## config.mk

```make
export PLATFORM = sky130hd
export DESIGN_NAME = direction_pad
export DESIGN_NICKNAME = d
export VERILOG_FILES = /design/src/rtl/direction_pad_pkg.sv /design/src/rtl/direction_pad_debounce_cell.sv /design/src/rtl/direction_pad.sv
export SDC_FILE = /design/constraint.sdc
export NUM_CORES = 1
export LEC_CHECK = 0
export ABC_AREA = 1
export CAP_MARGIN = 10
export CORE_AREA = 2 2 112 114
export CTS_BUF_LIST = sky130_fd_sc_hd__clkbuf_8 sky130_fd_sc_hd__clkbuf_16
export DETAILED_ROUTE_END_ITERATION = 10
export DIE_AREA = 0 0 114 116
export PLACE_DENSITY = 0.55
export SLEW_MARGIN = 20
export SYNTH_ARGS = -nofsm -noshare
export SYNTH_HDL_FRONTEND = slang
export SYNTH_SLANG_ARGS = --single-unit
```

## constraint.sdc

```tcl
create_clock -name clk -period 1.4 [get_ports clk]
set_input_delay 0.28 -clock clk [delete_from_list [all_inputs] [get_ports clk]]
set_output_delay 0.28 -clock clk [all_outputs]
set_load 0.02 [all_outputs]
```

## src/rtl/direction_pad_pkg.sv

```systemverilog
// direction_pad_pkg: shared direction codes, arbiter state type and helpers
// for the snake-game button front end.
package direction_pad_pkg;

    typedef logic [3:0] dir_t;

    localparam dir_t DIR_NONE  = 4'b0000;
    localparam dir_t DIR_UP    = 4'b0001;
    localparam dir_t DIR_DOWN  = 4'b0010;
    localparam dir_t DIR_LEFT  = 4'b0100;
    localparam dir_t DIR_RIGHT = 4'b1000;

    typedef enum logic {
        ST_IDLE = 1'b0,
        ST_HOLD = 1'b1
    } arb_state_t;

    // Reverse of a one-hot direction; anything else maps to no direction.
    function automatic dir_t opposite(input dir_t d);
        case (d)
            DIR_UP:    return DIR_DOWN;
            DIR_DOWN:  return DIR_UP;
            DIR_LEFT:  return DIR_RIGHT;
            DIR_RIGHT: return DIR_LEFT;
            default:   return DIR_NONE;
        endcase
    endfunction

    // Fixed priority UP > DOWN > LEFT > RIGHT over a set of candidates.
    function automatic dir_t highest_priority(input dir_t mask);
        if (mask[0])      return DIR_UP;
        else if (mask[1]) return DIR_DOWN;
        else if (mask[2]) return DIR_LEFT;
        else if (mask[3]) return DIR_RIGHT;
        else              return DIR_NONE;
    endfunction

endpackage

```

## src/rtl/direction_pad_debounce_cell.sv

```systemverilog
// debounce_cell: 2-flop synchronizer followed by a stability counter.
// A new level is accepted once the synchronized input has differed from
// the stable level for DEBOUNCE_CYCLES consecutive cycles; rise flags the
// accepted 0->1 change for exactly one cycle.
module debounce_cell #(
    parameter int DEBOUNCE_CYCLES = 1000
) (
    input  logic clk,
    input  logic reset,
    input  logic btn,
    output logic stable,
    output logic rise
);

    localparam int CW = (DEBOUNCE_CYCLES > 1) ? $clog2(DEBOUNCE_CYCLES) : 1;
    localparam logic [CW-1:0] CNT_LAST = CW'(DEBOUNCE_CYCLES - 1);

    logic          sync_q1;
    logic          sync_q2;
    logic [CW-1:0] cnt;

    // Bring the raw pin into the clock domain.
    always_ff @(posedge clk or negedge reset) begin
        if (!reset) begin
            sync_q1 <= 1'b0;
            sync_q2 <= 1'b0;
        end else begin
            sync_q1 <= btn;
            sync_q2 <= sync_q1;
        end
    end

    // Count consecutive mismatches; accept the new level on the cycle the
    // count would reach DEBOUNCE_CYCLES.
    always_ff @(posedge clk or negedge reset) begin
        if (!reset) begin
            cnt    <= '0;
            stable <= 1'b0;
            rise   <= 1'b0;
        end else begin
            rise <= 1'b0;
            if (sync_q2 == stable) begin
                cnt <= '0;
            end else if (cnt == CNT_LAST) begin
                cnt    <= '0;
                stable <= sync_q2;
                rise   <= sync_q2;
            end else begin
                cnt <= cnt + CW'(1);
            end
        end
    end

endmodule

```

## src/rtl/direction_pad.sv

```systemverilog
// direction_pad: debounces the five board buttons and arbitrates the four
// direction buttons into a one-hot movement code for the game core.
// Optional build macro DIRECTION_PAD_REVERSE_FILTER_EN: ignore presses that
// would reverse the most recent direction (last_dir).
//
// state   | meaning
// --------+----------------------------------------------------------
// ST_IDLE | no direction selected, movement = 0
// ST_HOLD | cur holds the selected direction, movement = cur
module direction_pad
    import direction_pad_pkg::*;
#(
    parameter int DEBOUNCE_CYCLES = 1000
) (
    input  logic       clk,
    input  logic       reset,
    input  logic       btn_up,
    input  logic       btn_down,
    input  logic       btn_left,
    input  logic       btn_right,
    input  logic       btn_start,
    output logic [3:0] movement,
    output logic       start,
    output logic       start_pulse
);

    // bit 0..3 follow the one-hot direction code, bit 4 is start
    logic [4:0] raw;
    logic [4:0] stable;
    logic [4:0] rise;

    assign raw = {btn_start, btn_right, btn_left, btn_down, btn_up};

    for (genvar i = 0; i < 5; i++) begin : g_btn
        debounce_cell #(
            .DEBOUNCE_CYCLES(DEBOUNCE_CYCLES)
        ) u_cell (
            .clk   (clk),
            .reset (reset),
            .btn   (raw[i]),
            .stable(stable[i]),
            .rise  (rise[i])
        );
    end

    arb_state_t state;
    dir_t       cur;
    dir_t       blocked;
    dir_t       press;
    dir_t       held;
    dir_t       press_pick;
    dir_t       held_pick;

`ifdef DIRECTION_PAD_REVERSE_FILTER_EN
    dir_t last_dir;
    assign blocked = opposite(last_dir);
`else
    assign blocked = DIR_NONE;
`endif

    // Blocked directions neither start a hold nor serve as fallback.
    assign press      = rise[3:0] & ~blocked;
    assign held       = stable[3:0] & ~blocked;
    assign press_pick = highest_priority(press);
    assign held_pick  = highest_priority(held);

    // Arbiter: a new press always wins; releasing cur falls back to the
    // best direction still held, or returns to idle.
    always_ff @(posedge clk or negedge reset) begin
        if (!reset) begin
            state    <= ST_IDLE;
            cur      <= DIR_NONE;
            movement <= DIR_NONE;
`ifdef DIRECTION_PAD_REVERSE_FILTER_EN
            last_dir <= DIR_NONE;
`endif
        end else begin
`ifdef DIRECTION_PAD_REVERSE_FILTER_EN
            // a direction chosen on this same edge overrides the clear below
            if (start_pulse) last_dir <= DIR_NONE;
`endif
            case (state)
                ST_IDLE: begin
                    if (press != DIR_NONE) begin
                        state    <= ST_HOLD;
                        cur      <= press_pick;
                        movement <= press_pick;
`ifdef DIRECTION_PAD_REVERSE_FILTER_EN
                        last_dir <= press_pick;
`endif
                    end
                end
                ST_HOLD: begin
                    if (press != DIR_NONE) begin
                        cur      <= press_pick;
                        movement <= press_pick;
`ifdef DIRECTION_PAD_REVERSE_FILTER_EN
                        last_dir <= press_pick;
`endif
                    end else if ((cur & stable[3:0]) == DIR_NONE) begin
                        if (held != DIR_NONE) begin
                            cur      <= held_pick;
                            movement <= held_pick;
`ifdef DIRECTION_PAD_REVERSE_FILTER_EN
                            last_dir <= held_pick;
`endif
                        end else begin
                            state    <= ST_IDLE;
                            cur      <= DIR_NONE;
                            movement <= DIR_NONE;
                        end
                    end
                end
                default: begin
                    state    <= ST_IDLE;
                    cur      <= DIR_NONE;
                    movement <= DIR_NONE;
                end
            endcase
        end
    end

    // Start level and its one-cycle press pulse, both registered.
    always_ff @(posedge clk or negedge reset) begin
        if (!reset) begin
            start       <= 1'b0;
            start_pulse <= 1'b0;
        end else begin
            start       <= stable[4];
            start_pulse <= rise[4];
        end
    end

endmodule

```

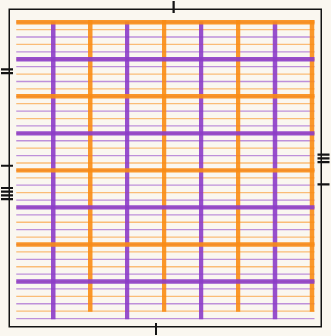
run_1/floorplan.png
Pins as bars on the die edge.
Orange shows VDD. Purple shows VSS.
8 straps on met4. The core has 40 rows.
core footprint: 11910 µm²
die x size: 114 µm
die height: 116 µm
Worst IR Drop VDD: 0.8774 mV

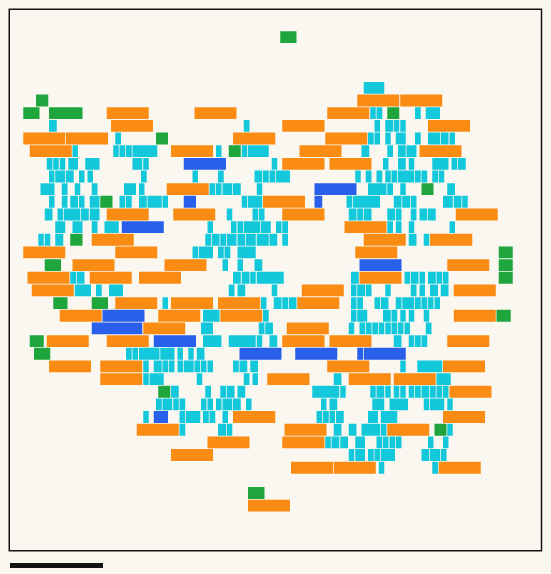
run_1/class_map.png
Scale bar: 20 µm.
Green shows remaining buffers and delay cells, cells 22, share of their area 4.9%. Blue shows clock drivers and dummy loads, cells 14, share of their area 6.9%. Orange shows registers, cells 77, share of their area 47%. Cyan shows remaining logic cells, cells 331, share of their area 41%.
flop share of the area: 0.4536
Final Util: 0.3566
cell row count: 40

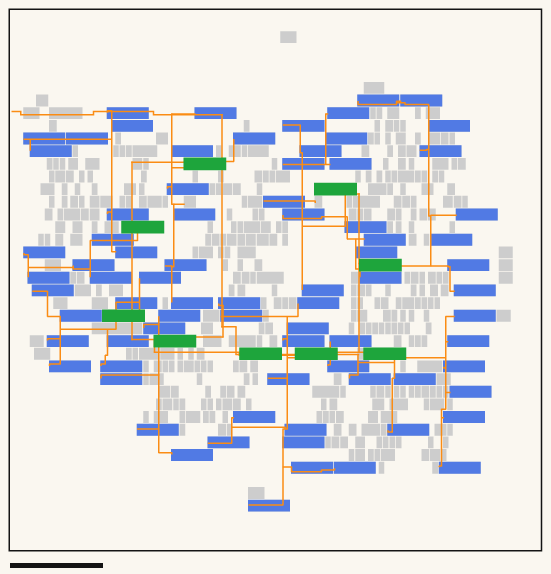
run_1/clock_wires.png
Scale bar: 20 µm.
Green shows clock-net drivers, count 9. Orange shows clock wires, length 988 µm. Blue shows flip-flops, count 77.
There are 10 routed clock nets.
skew final: 6.231 ps
Worst-Skew Late Latency: 320 ps
clock group power: 0.00218 W
clock share of power: 0.465

==> flow_summary_export.csv, run 1 <==
group,metric,value,unit
worst_setup_path,crit_path_end_kind,"primary output",
worst_setup_path,crit_arrival,1060,ps
sta,period_minus_slack,1337,ps
outcome,status,"finished, final reports clean",
pwr,pwr.group.sequential,0.00231,W
hold_path,hold_start,"g_btn[0].u_cell.sync_q1",
placed_design,place.gp.congestion,0.8154,
worst_setup_path,cp-start-kind,"flip-flop",
worst_setup_path,reg2reg_to,"g_btn[0].u_cell.cnt[6]",
pwr,p_seq_frac,0.492,
final_layout,final_common_cell,"nor2_1",
pwr,power_density,1106,nW/µm²
die,fp-utilization,0.2956,
hold_path,whs_path_depth,0,
synthesis,flop_cell,"dfrtp_1",
sta,report.final.slew_viol_count,0,
final_layout,seqCellArea,1927,µm²
synthesis,top_logic_kind,"simple AND/OR/NAND/NOR gates",
synthesis,postSynthCellCount,411,
pwr,power-top-group,"registers",
synthesis,top_area_frac,0.5473,
routing,wl_per_cell,10.21,µm
sta,setup_slack,63.47,ps
final_layout,dominant_cells,"flip-flops and latches",
final_layout,area_delta_synth_final,20.65,%
synthesis,postSynthAreaPerCell,8.567,µm²
synthesis,synth-edff-count,0,
routing,vias_per_cell,4.467,
worst_setup_path,worstSetupPathType,"flip-flop to primary output",
placed_design,dp_hpwl,4.221,mm
sta,worst_pin_slew,400.2,ps
synthesis,yosys-stat-area,3521,µm²
die,ioPinCount,13,
global_route,grt_max_degree,78,
run,timing.max_cap.violations,0,
clocking,htree_levels,3,
synthesis,top_cell,"nor2_1",
synthesis,postSynthSeqShare,0.5473,
worst_setup_path,r2r_slack,110,ps
final_layout,clkbuf_count,9,
worst_setup_path,cp.depth,1,
clocking,cts_buffers,9,
final_layout,clock_area_frac,0.06598,
routing,antenna_left,0,
hold_path,min_path_type,"flip-flop to flip-flop",
synthesis,topCellsByArea,"dfrtp_1 55%, nor2_1 9.2%, nand2_1 8.4%",
placed_design,pre_cts_slack,39.96,ps
final_layout,stdcell_area,4248,µm²
routing,wirelength,6.032,mm
routing,route.detailed.drc,0,
synthesis,synth.top_cells.by_count,"86 x nor2_1, 79 x nand2_1, 77 x dfrtp_1, 43 x inv_1, 38 x nand3_1",
worst_setup_path,crit_required,1120,ps
placed_design,dpl-instance-area,3877,µm²
synthesis,xor_area_frac,0.05330,
pwr,p_int,0.003710,W
clocking,cts_hold_buf,1,
final_layout,nonClkBufAreaFrac,0.04713,
sta,holdWs,343.8,ps
synthesis,ys_types,23,
run,log.warning_count,26,
global_route,grt_pass1_vias,2523,
synthesis,ys_sh_mux,0,
clocking,clk_pin_slew,60,ps
pwr,power_frac_comb,0.043,
worst_setup_path,path_max_fanout,3,
final_layout,numSequentialCells,77,
clocking,cts_max_path_buffers,2,
pwr,comb_power,0.000200,W
clocking,cts_tree,"done",
final_layout,final_cells,591,
global_route,grt_pass1_wl,10.95,mm
global_route,grt_antenna_before_repair,0,
final_layout,fin_nets,453,
synthesis,ys_sh_aoi,0.03696,
final_layout,final_cell_mix,"82 x nor2_1, 77 x nand2_1, 77 x dfrtp_1",
final_layout,comb_share,0.3520,
sta,hold_viol_final,0,
placed_design,portBuffers,12,
placed_design,placed_cells,575,
clocking,cts_root_buffer,"clkbuf_16",
==> run 1: worst reg2reg max path: stages (launching register included) <==
cell,delay [ps]
dfrtp_1,370
ha_1,180
nand2_1,100
nor2_1,160
nand3_2,170
nand2_4,150
nor2_1,60
==> run 1: routing by layer <==
layer	wire [µm]	GRT usage	vias to the layer above
li1	-	-	1365
met1	2934	0.1308	1226
met2	2747	0.1643	40
met3	232	0.03086	9
met4	117	0.04797	0
met5	0	0	-
==> run 1: flip-flops by register name (all words and copies together), names as in the netlist <==
register	flops
cur	4
g_btn.u_cell.cnt	50
g_btn.u_cell.rise	5
g_btn.u_cell.stable	5
g_btn.u_cell.sync_q1	5
g_btn.u_cell.sync_q2	5
start	1
start_pulse	1
state	1
==> run 1 -> run 2 <==
--- a/config.mk
+++ b/config.mk
@@ -11,6 +11,7 @@
 export CTS_BUF_LIST = sky130_fd_sc_hd__clkbuf_8 sky130_fd_sc_hd__clkbuf_16
 export DETAILED_ROUTE_END_ITERATION = 10
 export DIE_AREA = 0 0 114 116
+export GPL_TIMING_DRIVEN = 1
 export PLACE_DENSITY = 0.55
 export SLEW_MARGIN = 20
 export SYNTH_ARGS = -nofsm -noshare
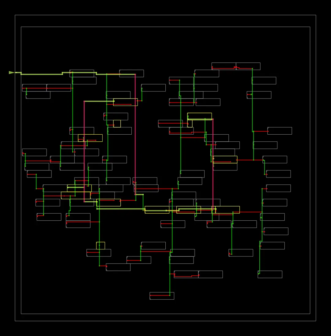
run_2/clock_nets.png
# clk buffers: 9
Clock Sinks: 77
cts bufs inserted: 9

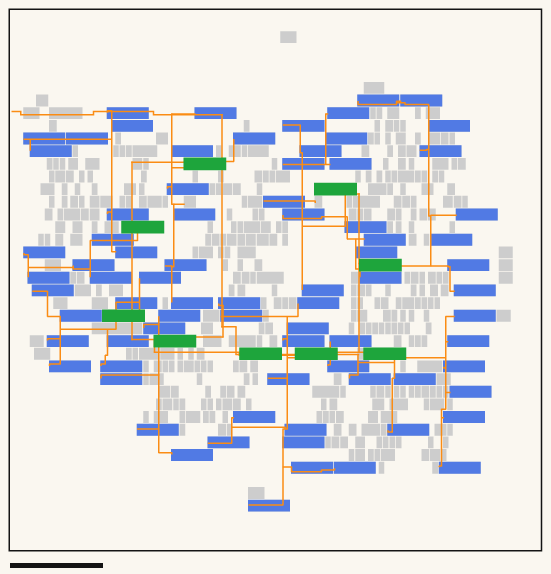
run_2/clock_wires.png
Scale bar: 20 µm.
Blue shows flip-flops, count 77. Orange shows clock wires, length 988 µm. Green shows clock-net drivers, count 9.
There are 10 routed clock nets.

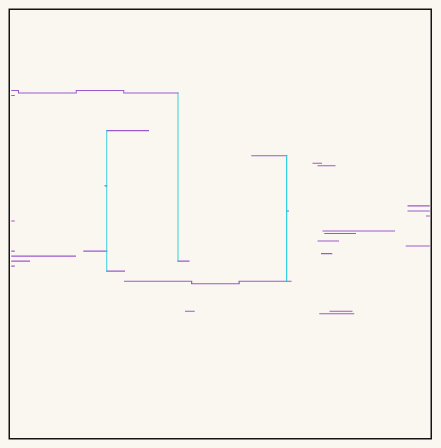
run_2/layers.png
Only two layers are drawn.
Purple shows M3, wire length 232 µm. Cyan shows M4, wire length 118 µm.
Routed WL: 6.032 mm
vias: 2640

==> flow_summary_export.csv, run 2 <==
group,metric,value,unit
routing,met1_length,2.934,mm
die,fp-utilization,0.2956,
worst_setup_path,reg2reg_to,"g_btn[0].u_cell.cnt[6]",
clocking,clk_pin_slew,60,ps
synthesis,top_area_frac,0.5473,
final_layout,largest_register,"g_btn.u_cell.cnt",
global_route,grt-busiest-layer,"met2",
final_layout,nonClkBufAreaFrac,0.04713,
global_route,grt_pass1_wl,10.95,mm
clocking,clk_latency,320,ps
outcome,status,"finished, final reports clean",
sta,hold_viol_final,0,
pwr,power_frac_comb,0.043,
global_route,grt_pass1_vias,2523,
synthesis,ys_types,23,
pwr,power_density,1106,nW/µm²
placed_design,dpl-instance-area,3877,µm²
worst_setup_path,path_max_fanout,3,
final_layout,clock_area_frac,0.06598,
synthesis,flop_cell,"dfrtp_1",
synthesis,yosys-stat-area,3521,µm²
final_layout,final_common_cell,"nor2_1",
synthesis,ys_sh_aoi,0.03696,
clocking,cts_hold_buf,1,
worst_setup_path,r2r_slack,110,ps
final_layout,fin_util,0.3566,
routing,antenna_left,0,
routing,wl_met3,232,µm
global_route,grt_max_degree,78,
routing,route.detailed.drc,0,
sta,setup_slack,63.47,ps
routing,wl_per_cell,10.21,µm
die,die_h,116,µm
pwr,comb_power,0.000200,W
final_layout,final_cell_mix,"82 x nor2_1, 77 x nand2_1, 77 x dfrtp_1",
final_layout,largest_register_ffs,50,
pwr,p_int,0.003710,W
pwr,p_clk,0.00218,W
final_layout,seq_share,0.4536,
routing,vias_per_cell,4.467,
run,log.warning_count,26,
worst_setup_path,cp.depth,1,
worst_setup_path,crit_path_end_kind,"primary output",
synthesis,postSynthSeqShare,0.5473,
synthesis,top_cell,"nor2_1",
worst_setup_path,worstSetupPathType,"flip-flop to primary output",
synthesis,synth-edff-count,0,
placed_design,portBuffers,12,
placed_design,dp_hpwl,4.221,mm
pwr,pwr.group.sequential,0.00231,W
synthesis,postSynthCellCount,411,
synthesis,xor_area_frac,0.05330,
global_route,met3_usage,0.03086,
sta,report.final.slew_viol_count,0,
sta,skew,6.231,ps
final_layout,area_delta_synth_final,20.65,%
final_layout,seqCellArea,1927,µm²
pwr,clkPwrFrac,0.465,
global_route,grt_antenna_before_repair,0,
synthesis,ys_sh_mux,0,
worst_setup_path,crit_arrival,1060,ps
pwr,power-top-group,"registers",
global_route,grt_use_met2,0.1643,
synthesis,topCellsByArea,"dfrtp_1 55%, nor2_1 9.2%, nand2_1 8.4%",
synthesis,postSynthAreaPerCell,8.567,µm²
## run 2: cell counts after synthesis
Identical to the previous run, type by type.
## run 2: worst min path at each step
stage                              end  depth (start not counted)
2_1_floorplan                   cur[0]                          0
3_3_place_gp    g_btn[4].u_cell.cnt[8]                          2
3_5_place_dp    g_btn[4].u_cell.cnt[8]                          2
4_1_cts        g_btn[0].u_cell.sync_q2                          0
5_1_grt        g_btn[0].u_cell.sync_q2                          0
6_report       g_btn[0].u_cell.sync_q2                          0
## run 2: kinds of logic after synthesis
logic type / Yosys count
fa+ha+maj: 5
simple gates: 240
flops: 77
buf+inv: 46
xor+xnor: 18
compound gates: 25
run_2/class_map.png
Scale bar: 20 µm.
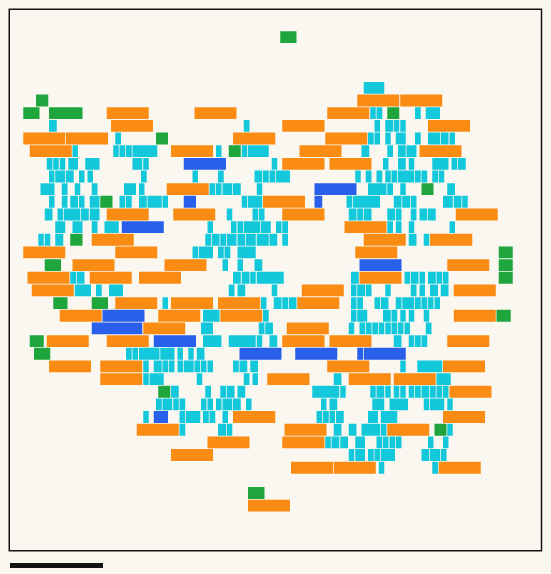

==> run 2 -> run 3 <==
==> constraint.sdc (replaced) <==
create_clock -name clk -period 1.4 [get_ports clk]
set_input_delay 0.14 -clock clk [delete_from_list [all_inputs] [get_ports clk]]
set_output_delay 0.14 -clock clk [all_outputs]
set_load 0.02 [all_outputs]
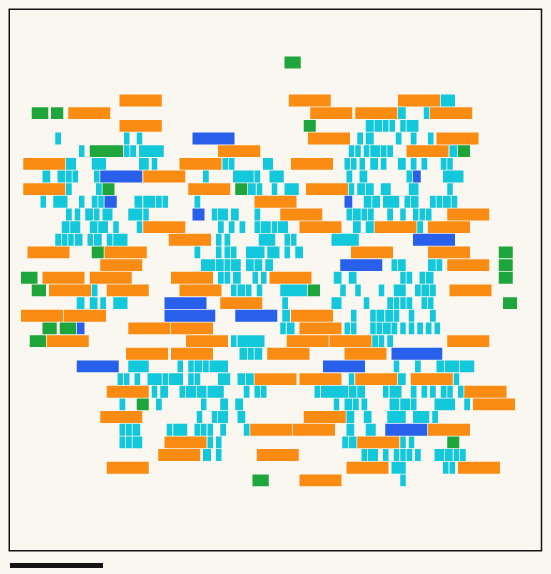
run_3/class_map.png
Scale bar: 20 µm.
Cyan shows remaining logic cells, cells 331, share of their area 40%. Orange shows registers, cells 77, share of their area 47%. Blue shows clock drivers and dummy loads, cells 16, share of their area 7.7%. Green shows remaining buffers and delay cells, cells 22, share of their area 4.9%.
final instance area: 4253 µm²
flop share of the area: 0.4531
Final Util: 0.3570

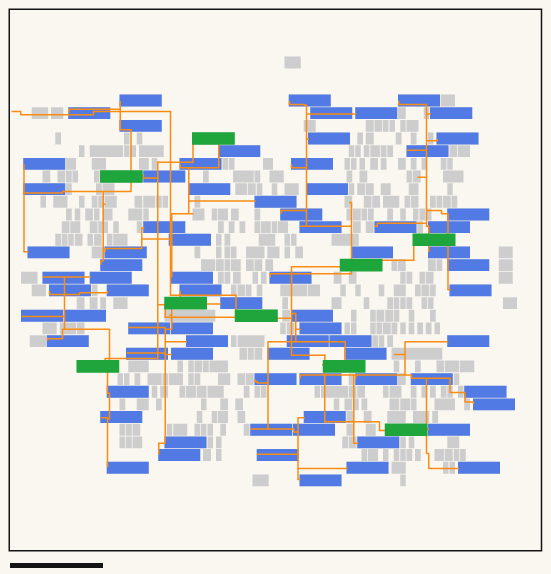
run_3/clock_wires.png
Scale bar: 20 µm.
Orange shows clock wires, length 1020 µm. Blue shows flip-flops, count 77. Green shows clock-net drivers, count 9.
There are 10 routed clock nets.
clock group power: 0.00243 W
clock share of power: 0.492
skew final: 5.811 ps
Worst-Skew Late Latency: 330 ps

==> flow_summary_export.csv, run 3 <==
group,metric,value,unit
global_route,grt_use_met1,0.1412,
final_layout,largest_register_ffs,50,
synthesis,ys_types,23,
sta,worst_pin_slew,345.4,ps
sta,hold_viol_final,0,
clocking,cts_hold_buf,1,
placed_design,portBuffers,12,
routing,antenna_left,0,
worst_setup_path,reg2reg_to,"g_btn[4].u_cell.cnt[6]",
die,row_count,40,
clocking,clock-sinks,77,
final_layout,final_cell_mix,"83 x nor2_1, 77 x nand2_1, 77 x dfrtp_1",
sta,report.final.slew_viol_count,0,
die,fp-utilization,0.2956,
global_route,grt_pass1_wl,11.36,mm
routing,route.detailed.drc,0,
clocking,clk_pin_slew,60,ps
final_layout,final_common_cell,"nor2_1",
final_layout,largest_register,"g_btn.u_cell.cnt",
clocking,cts_root_buffer,"clkbuf_16",
pwr,p_int,0.003906,W
worst_setup_path,worstSetupPathType,"flip-flop to flip-flop",
worst_setup_path,r2r_slack,100,ps
hold_path,hold_start,"btn_start",
worst_setup_path,crit_required,1610,ps
routing,wl_met2,2.760,mm
final_layout,area_delta_synth_final,20.79,%
synthesis,yosys-stat-area,3521,µm²
placed_design,place.gp.congestion,0.8069,
pwr,power_frac_comb,0.041,
global_route,grt_antenna_before_repair,0,
die,die_area,13220,µm²
pwr,power-top-group,"clock",
outcome,status,"finished, final reports clean",
clocking,cts_max_path_buffers,2,
synthesis,topCellsByArea,"dfrtp_1 55%, nor2_1 9.2%, nand2_1 8.4%",
sta,period_minus_slack,1301,ps
die,die_h,116,µm
hold_path,holdPathEnd,"g_btn[4].u_cell.sync_q1",
synthesis,postSynthSeqShare,0.5473,
synthesis,top_cell,"nor2_1",
clocking,cts_buffers,9,
pwr,pwr.group.sequential,0.00231,W
worst_setup_path,crit_arrival,1510,ps
clocking,cts_tree,"done",
worst_setup_path,cp-start-kind,"flip-flop",
worst_setup_path,crit_path_end_kind,"flip-flop",
routing,vias_per_cell,4.445,
global_route,grt_use_met2,0.1667,
sta,setup_slack,99.38,ps
hold_path,whs_path_depth,1,
placed_design,dp_hpwl,4.606,mm
routing,met1_length,3.216,mm
pwr,p_seq_frac,0.468,
routing,wl_met3,192,µm
die,ioPinCount,13,
synthesis,top_area_frac,0.5473,
run,timing.max_cap.violations,0,
global_route,grt-busiest-layer,"met2",
synthesis,synth.top_cells.by_count,"86 x nor2_1, 79 x nand2_1, 77 x dfrtp_1, 43 x inv_1, 38 x nand3_1",
global_route,grt_max_degree,28,
die,die_x,114,µm
placed_design,dpl-instance-area,3885,µm²
pwr,power_density,1163,nW/µm²
worst_setup_path,cp-endpoint,"g_btn[4].u_cell.cnt[6]",
die,core_area,11910,µm²
global_route,grt-ovfl-total,0,
final_layout,final_cells,593,
routing,vias,2636,
synthesis,postSynthCellCount,411,
pwr,comb_power,0.000200,W
routing,wirelength,6.265,mm
final_layout,fin_nets,453,
synthesis,synth-edff-count,0,
sta,holdWs,244.8,ps
placed_design,placed_cells,576,
clocking,htree_levels,3,
global_route,grt_pass1_vias,2562,
synthesis,postSynthAreaPerCell,8.567,µm²
placed_design,pre_cts_slack,24.23,ps
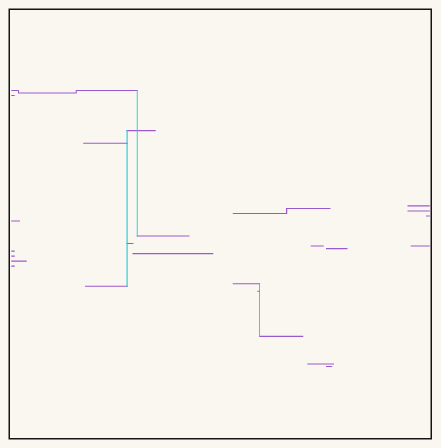
run_3/layers.png
Only two layers are drawn.
Purple shows M3, wire length 193 µm. Cyan shows M4, wire length 95.9 µm.
WL/cell: 10.56 µm
All-Layer GR Usage: 0.1083

-- run 3: logic make-up (layout without fill, tap and decap cells) --
kind of cell | after synthesis | after routing | share of synthesized area
xor+xnor | 18 | 18 | 0.05330
flops | 77 | 77 | 0.5473
compound gates | 25 | 25 | 0.03696
buf+inv | 46 | 81 | 0.05082
simple gates | 240 | 240 | 0.2939
fa+ha+maj | 5 | 5 | 0.01777
-- run 3: cell type report --
cell class / count / area [µm²]
clock buffers: 9 / 225.2
clock inverters: 7 / 90.09
fillers: 1219 / 7659
inverters: 43 / 161.4
multi-input cells: 288 / 1465
flip-flops and latches: 77 / 1927
well taps: 147 / 183.9
repair buffers: 22 / 200.2
No activity file was given, so power comes from the tool's default toggle rates.
